**The metal 1 layer**

Bar = 20 µm.
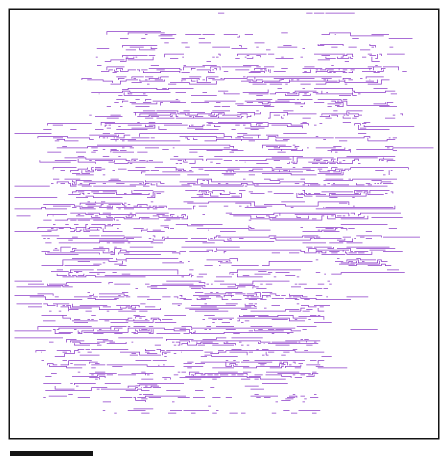
**Signal wires on met2**

Bar = 20 µm.
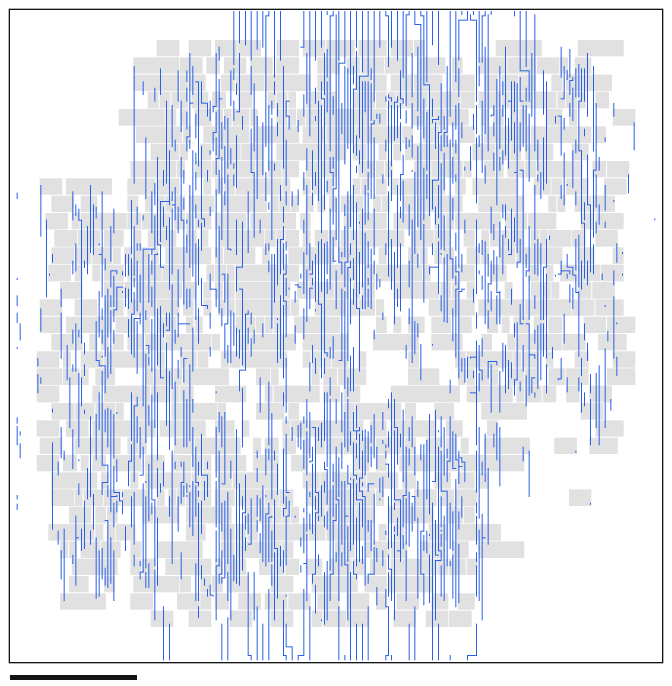
<file path="src/rtl/instruction_fetch.sv">
// Fetch stage: owns the PC, drives the IM address and hides its read latency.
// A one-entry skid buffer keeps stall release bubble-free.
module instruction_fetch #(
  parameter int N = 7,
  parameter logic [N-1:0] RESET_PC = '0
) (
  input  logic          clka,
  input  logic          rsta,
  output logic [N-1:0]  addra,
  input  logic [31:0]   douta,
  input  logic          stall,
  input  logic          branch_taken,
  input  logic [N-1:0]  branch_target,
  output logic [31:0]   inst,
  output logic [N-1:0]  inst_pc,
  output logic          inst_valid,
  output logic [31:0]   fetch_count
);

  localparam logic [1:0] FILL = 2'd0;
  localparam logic [1:0] RUN  = 2'd1;
  localparam logic [1:0] HOLD = 2'd2;

  localparam logic [N-1:0] PC_ONE = {{(N-1){1'b0}}, 1'b1};

  logic [1:0]   state_q, state_d;
  logic [N-1:0] pc_q, pc_d;
  logic [N-1:0] rsp_pc_q, rsp_pc_d;
  logic [31:0]  hold_inst_q, hold_inst_d;
  logic [N-1:0] hold_pc_q, hold_pc_d;
  logic [31:0]  cnt_q, cnt_d;

  assign addra       = pc_q;
  assign fetch_count = cnt_q;

  // Select the presented instruction from the live IM data or the skid buffer
  always_comb begin
    inst       = 32'h0;
    inst_pc    = '0;
    inst_valid = 1'b0;
    unique case (state_q)
      RUN: begin
        inst       = douta;
        inst_pc    = rsp_pc_q;
        inst_valid = 1'b1;
      end
      HOLD: begin
        inst       = hold_inst_q;
        inst_pc    = hold_pc_q;
        inst_valid = 1'b1;
      end
      default: ;
    endcase
  end

  // Next-state: redirect beats stall; issue advances the PC by one word
  always_comb begin
    state_d     = state_q;
    pc_d        = pc_q;
    rsp_pc_d    = rsp_pc_q;
    hold_inst_d = hold_inst_q;
    hold_pc_d   = hold_pc_q;
    cnt_d       = cnt_q;
    if (branch_taken) begin
      pc_d        = branch_target;
      state_d     = FILL;
      hold_inst_d = 32'h0;
      hold_pc_d   = '0;
    end else begin
      unique case (state_q)
        FILL: begin
          rsp_pc_d = pc_q;
          pc_d     = pc_q + PC_ONE;
          state_d  = RUN;
        end
        RUN: begin
          if (stall) begin
            hold_inst_d = douta;
            hold_pc_d   = rsp_pc_q;
            state_d     = HOLD;
          end else begin
            cnt_d    = cnt_q + 32'd1;
            rsp_pc_d = pc_q;
            pc_d     = pc_q + PC_ONE;
          end
        end
        HOLD: begin
          if (!stall) begin
            cnt_d    = cnt_q + 32'd1;
            rsp_pc_d = pc_q;
            pc_d     = pc_q + PC_ONE;
            state_d  = RUN;
          end
        end
        default: state_d = FILL;
      endcase
    end
  end

  // State registers with synchronous reset
  always_ff @(posedge clka) begin
    if (rsta) begin
      state_q     <= FILL;
      pc_q        <= RESET_PC;
      rsp_pc_q    <= '0;
      hold_inst_q <= 32'h0;
      hold_pc_q   <= '0;
      cnt_q       <= 32'd0;
    end else begin
      state_q     <= state_d;
      pc_q        <= pc_d;
      rsp_pc_q    <= rsp_pc_d;
      hold_inst_q <= hold_inst_d;
      hold_pc_q   <= hold_pc_d;
      cnt_q       <= cnt_d;
    end
  end

endmodule

</file>
<file path="config.mk">
export PLATFORM = sky130hd
export DESIGN_NAME = instruction_fetch
export DESIGN_NICKNAME = d
export VERILOG_FILES = /design/src/rtl/instruction_fetch.sv
export SDC_FILE = /design/constraint.sdc
export NUM_CORES = 1
export LEC_CHECK = 0
export CAP_MARGIN = 20
export CORE_MARGIN = 4
export CORE_UTILIZATION = 48
export DETAILED_ROUTE_END_ITERATION = 16
export GPL_TIMING_DRIVEN = 0
export HOLD_SLACK_MARGIN = 0.06
export PLACE_DENSITY = 0.87
export SYNTH_ARGS = -nofsm -noshare
export SYNTH_HDL_FRONTEND = slang
export SYNTH_SLANG_ARGS = --single-unit
</file>
<file path="constraint.sdc">
create_clock -name clka -period 3.31 [get_ports clka]
set_clock_uncertainty 0.05 [all_clocks]
set_input_delay 0.331 -clock clka [delete_from_list [all_inputs] [get_ports clka]]
set_output_delay 0.331 -clock clka [all_outputs]
set_load 0.05 [all_outputs]
</file>
==> metrics.log <==
[flow] collecting metrics
[metrics] Final Cycle Share: 96.35%
[metrics] full die area: 10520 µm²
[metrics] category of the critical setup timing path: reg -> out
[metrics] average wire per standard cell: 16.38 µm
[metrics] unrepaired setup endpoints after global routing: true
[metrics] via-per-instance ratio: 5.798
[metrics] Worst-Margin Slew: 619.0 ps
[metrics] source-to-sink clock delay at the later pin of the worst-skew pair: 360 ps
[metrics] Max clock buf depth: 2
[metrics] Peak Freq: 313.5 MHz
[metrics] Post-synth ARST share: 0%
[metrics] total power draw: 2.177 mW
[metrics] via count: 4546
[metrics] Synth flops: 87
[metrics] dominant synthesized flop cell: sky130_fd_sc_hd__dfxtp_1
[metrics] Post-Synthesis Cells: 540
[metrics] dpl hpwl: 9382 µm
[metrics] yosys stat cell total: 540
[metrics] flop2flop setup slack: 360 ps
[metrics] non-filler cells in the finished layout: 784
[metrics] overflow left after global routing: 0
[metrics] tally of nets with antenna violations remaining after routing: 0
[metrics] number of nets in the finished design: 721
[metrics] area of the synthesized netlist per yosys stat: 4293 µm²
[metrics] longest individual stage delay on the worst path: 820 ps
[metrics] post-placement setup slack: 110.3 ps
[metrics] Worst Reg2Reg Path Length in Cells: 8
[metrics] Antenna Diode Count: 0
[metrics] peak supply drop: 0.2085 mV
[metrics] effective utilization at floorplan: 49.23%
[metrics] number of antenna violations at the first check in global routing: 0
[metrics] total placed cells including tap cells: 768
[metrics] synthesized area divided by synthesized cell count: 7.950 µm²
[metrics] data arrival time of the worst path: 2810 ps
[metrics] Die H: 102.6 µm
[metrics] # Max-Cap Violations: 0
[metrics] first-pass GRT wire length: 20280 µm
[metrics] endpoint of the lowest-slack register-to-register path: fetch_count[25]
[metrics] post-synthesis cell type count: 44
[metrics] total power density per cell area: 371.1 nW/µm²
[metrics] largest fanout on the critical path: 10
[metrics] Setup WS post-layout: 120.7 ps
[metrics] combined area of all synthesized cells: 4293 µm²
[metrics] crit path to: inst[9]
[metrics] status: finished clean
[metrics] layout cells sized above 1: 5.178%
[metrics] number of buffers added on ports: 120
[metrics] Final Core Density: 67.27%
[metrics] OpenROAD warnings: 31
-- 'the metal 1 layer' (at the start) --
wire length on this layer	5350 µm
share of all routed wire	42%
main direction	horizontal
nets with wire on the layer	643
longest straight run	31.7 µm

-- 'signal wires on met2' (at the start) --
share of all routed wire	49%
main direction	vertical
nets with wire on the layer	616
longest straight run	33.8 µm
met2 Usage GRT: 40.17%
wirelength, routed: 12840 µm

==> cell usage after synthesis (all sizes together) (2+ instances only) <==
master  number  area [µm²]
and2         3       18.77
and4         7       61.31
nor3         4       20.02
buf          5       33.78
a311oi       2       17.52
clkbuf      36       136.4
mux2         2       22.52
nor2b       41       256.5
nor2        21       78.83
a21oi       70       350.3
nand4b       2       17.52
ha           7       87.58
a211oi       4       30.03
or3          7       43.79
nand3        7       35.03
dfxtp       87        1742
or4         15       116.4
nand2      108       405.4
o21ai        8       40.04
xor2         4       35.03
a22oi       39       292.8
inv         11       41.29
and3         2       12.51
nor3b        2       20.02
nand4       12       81.33
o31ai       14       105.1
xnor2        8       70.07
==> cell type report <==
cell class	instances	area, µm²	area share [%]
Multi-Input combinational cell	401	2340	39.88
Sequential cell	87	1742	29.69
Timing Repair Buffer	120	1229	20.94
Buffer	41	172.7	2.943
Clock buffer	11	151.4	2.581
Tap cell	108	135.1	2.303
Clock inverter	5	56.30	0.9597
Inverter	11	41.29	0.7038
==> per-layer routing <==
metal  track usage (%)  share of wire, %  vias to the layer above
met4             9.889               2.4                        0
met1             30.60                42                     2165
li1                  -                 -                     2176
met2             40.17                49                      179
met5                 0                 0                        -
met3             4.060               6.9                       26
==> cells by family (layout without fill, tap and decap cells) <==
| kind of cell | count (synthesis) | after routing | share of synthesized area (%) |
|---|---|---|---|
| xor+xnor | 12 | 12 | 2.448 |
| compound gates | 141 | 141 | 20.32 |
| fa+ha+maj | 7 | 7 | 2.040 |
| flops | 87 | 87 | 40.57 |
| buf+inv | 52 | 188 | 4.926 |
| mux | 3 | 3 | 0.7578 |
| simple gates | 238 | 238 | 28.94 |
==> state kept, by name (all words and copies together) (netlist names) <==
name and count:
hold_inst_q 32, rsp_pc_q 7, addra 7, fetch_count 32, hold_pc_q 7, state_q 2
==> power breakdown <==
group	switching, mW	internal [mW]	leakage, nW	total [mW]
Clock	0.383	0.389	0.105	0.772
Combinational	0.192	0.130	1.39	0.322
Sequential	0.0190	1.06	0.704	1.08
==> worst min-delay path by stage <==
stage / to / slack [ps] / depth (start not counted)
floorplan: hold_inst_q[0] / 390 / 2
global placement: hold_pc_q[6] / 390 / 2
detailed placement: hold_inst_q[30] / 400 / 2
CTS: fetch_count[1] / 340 / 4
global route: fetch_count[1] / 350 / 4
finish: fetch_count[1] / 350 / 4
==> stage by stage <==
| step | hold slack (ps) | TNS [ps] | instance area (µm²) |
|---|---|---|---|
| 2_1_floorplan | 386.8 | 0 | 4293 |
| 3_3_place_gp | 391.4 | 0 | 5629 |
| 3_5_place_dp | 400.1 | 0 | 5629 |
| 4_1_cts | 335.6 | 0 | 5826 |
| 5_1_grt | 352.8 | -6.011 | 5867 |
| 6_report | 348.9 | 0 | 5867 |
==> timing repair <==
action / CTS / global route
setup endpoints to repair: 10 / 31
gates cloned: 0 / 0
hold buffers: 0 / 0
resized: 11 / 38
==> worst max-delay path: cells and delay by family (launching register included) <==
family,cells,cell delay [ps]
flip-flops,1,420
buffers and inverters,4,1500
adder cells (fa/ha/maj),1,310
AND/OR/NAND/NOR,1,220
Power and IR drop assume default switching activity.
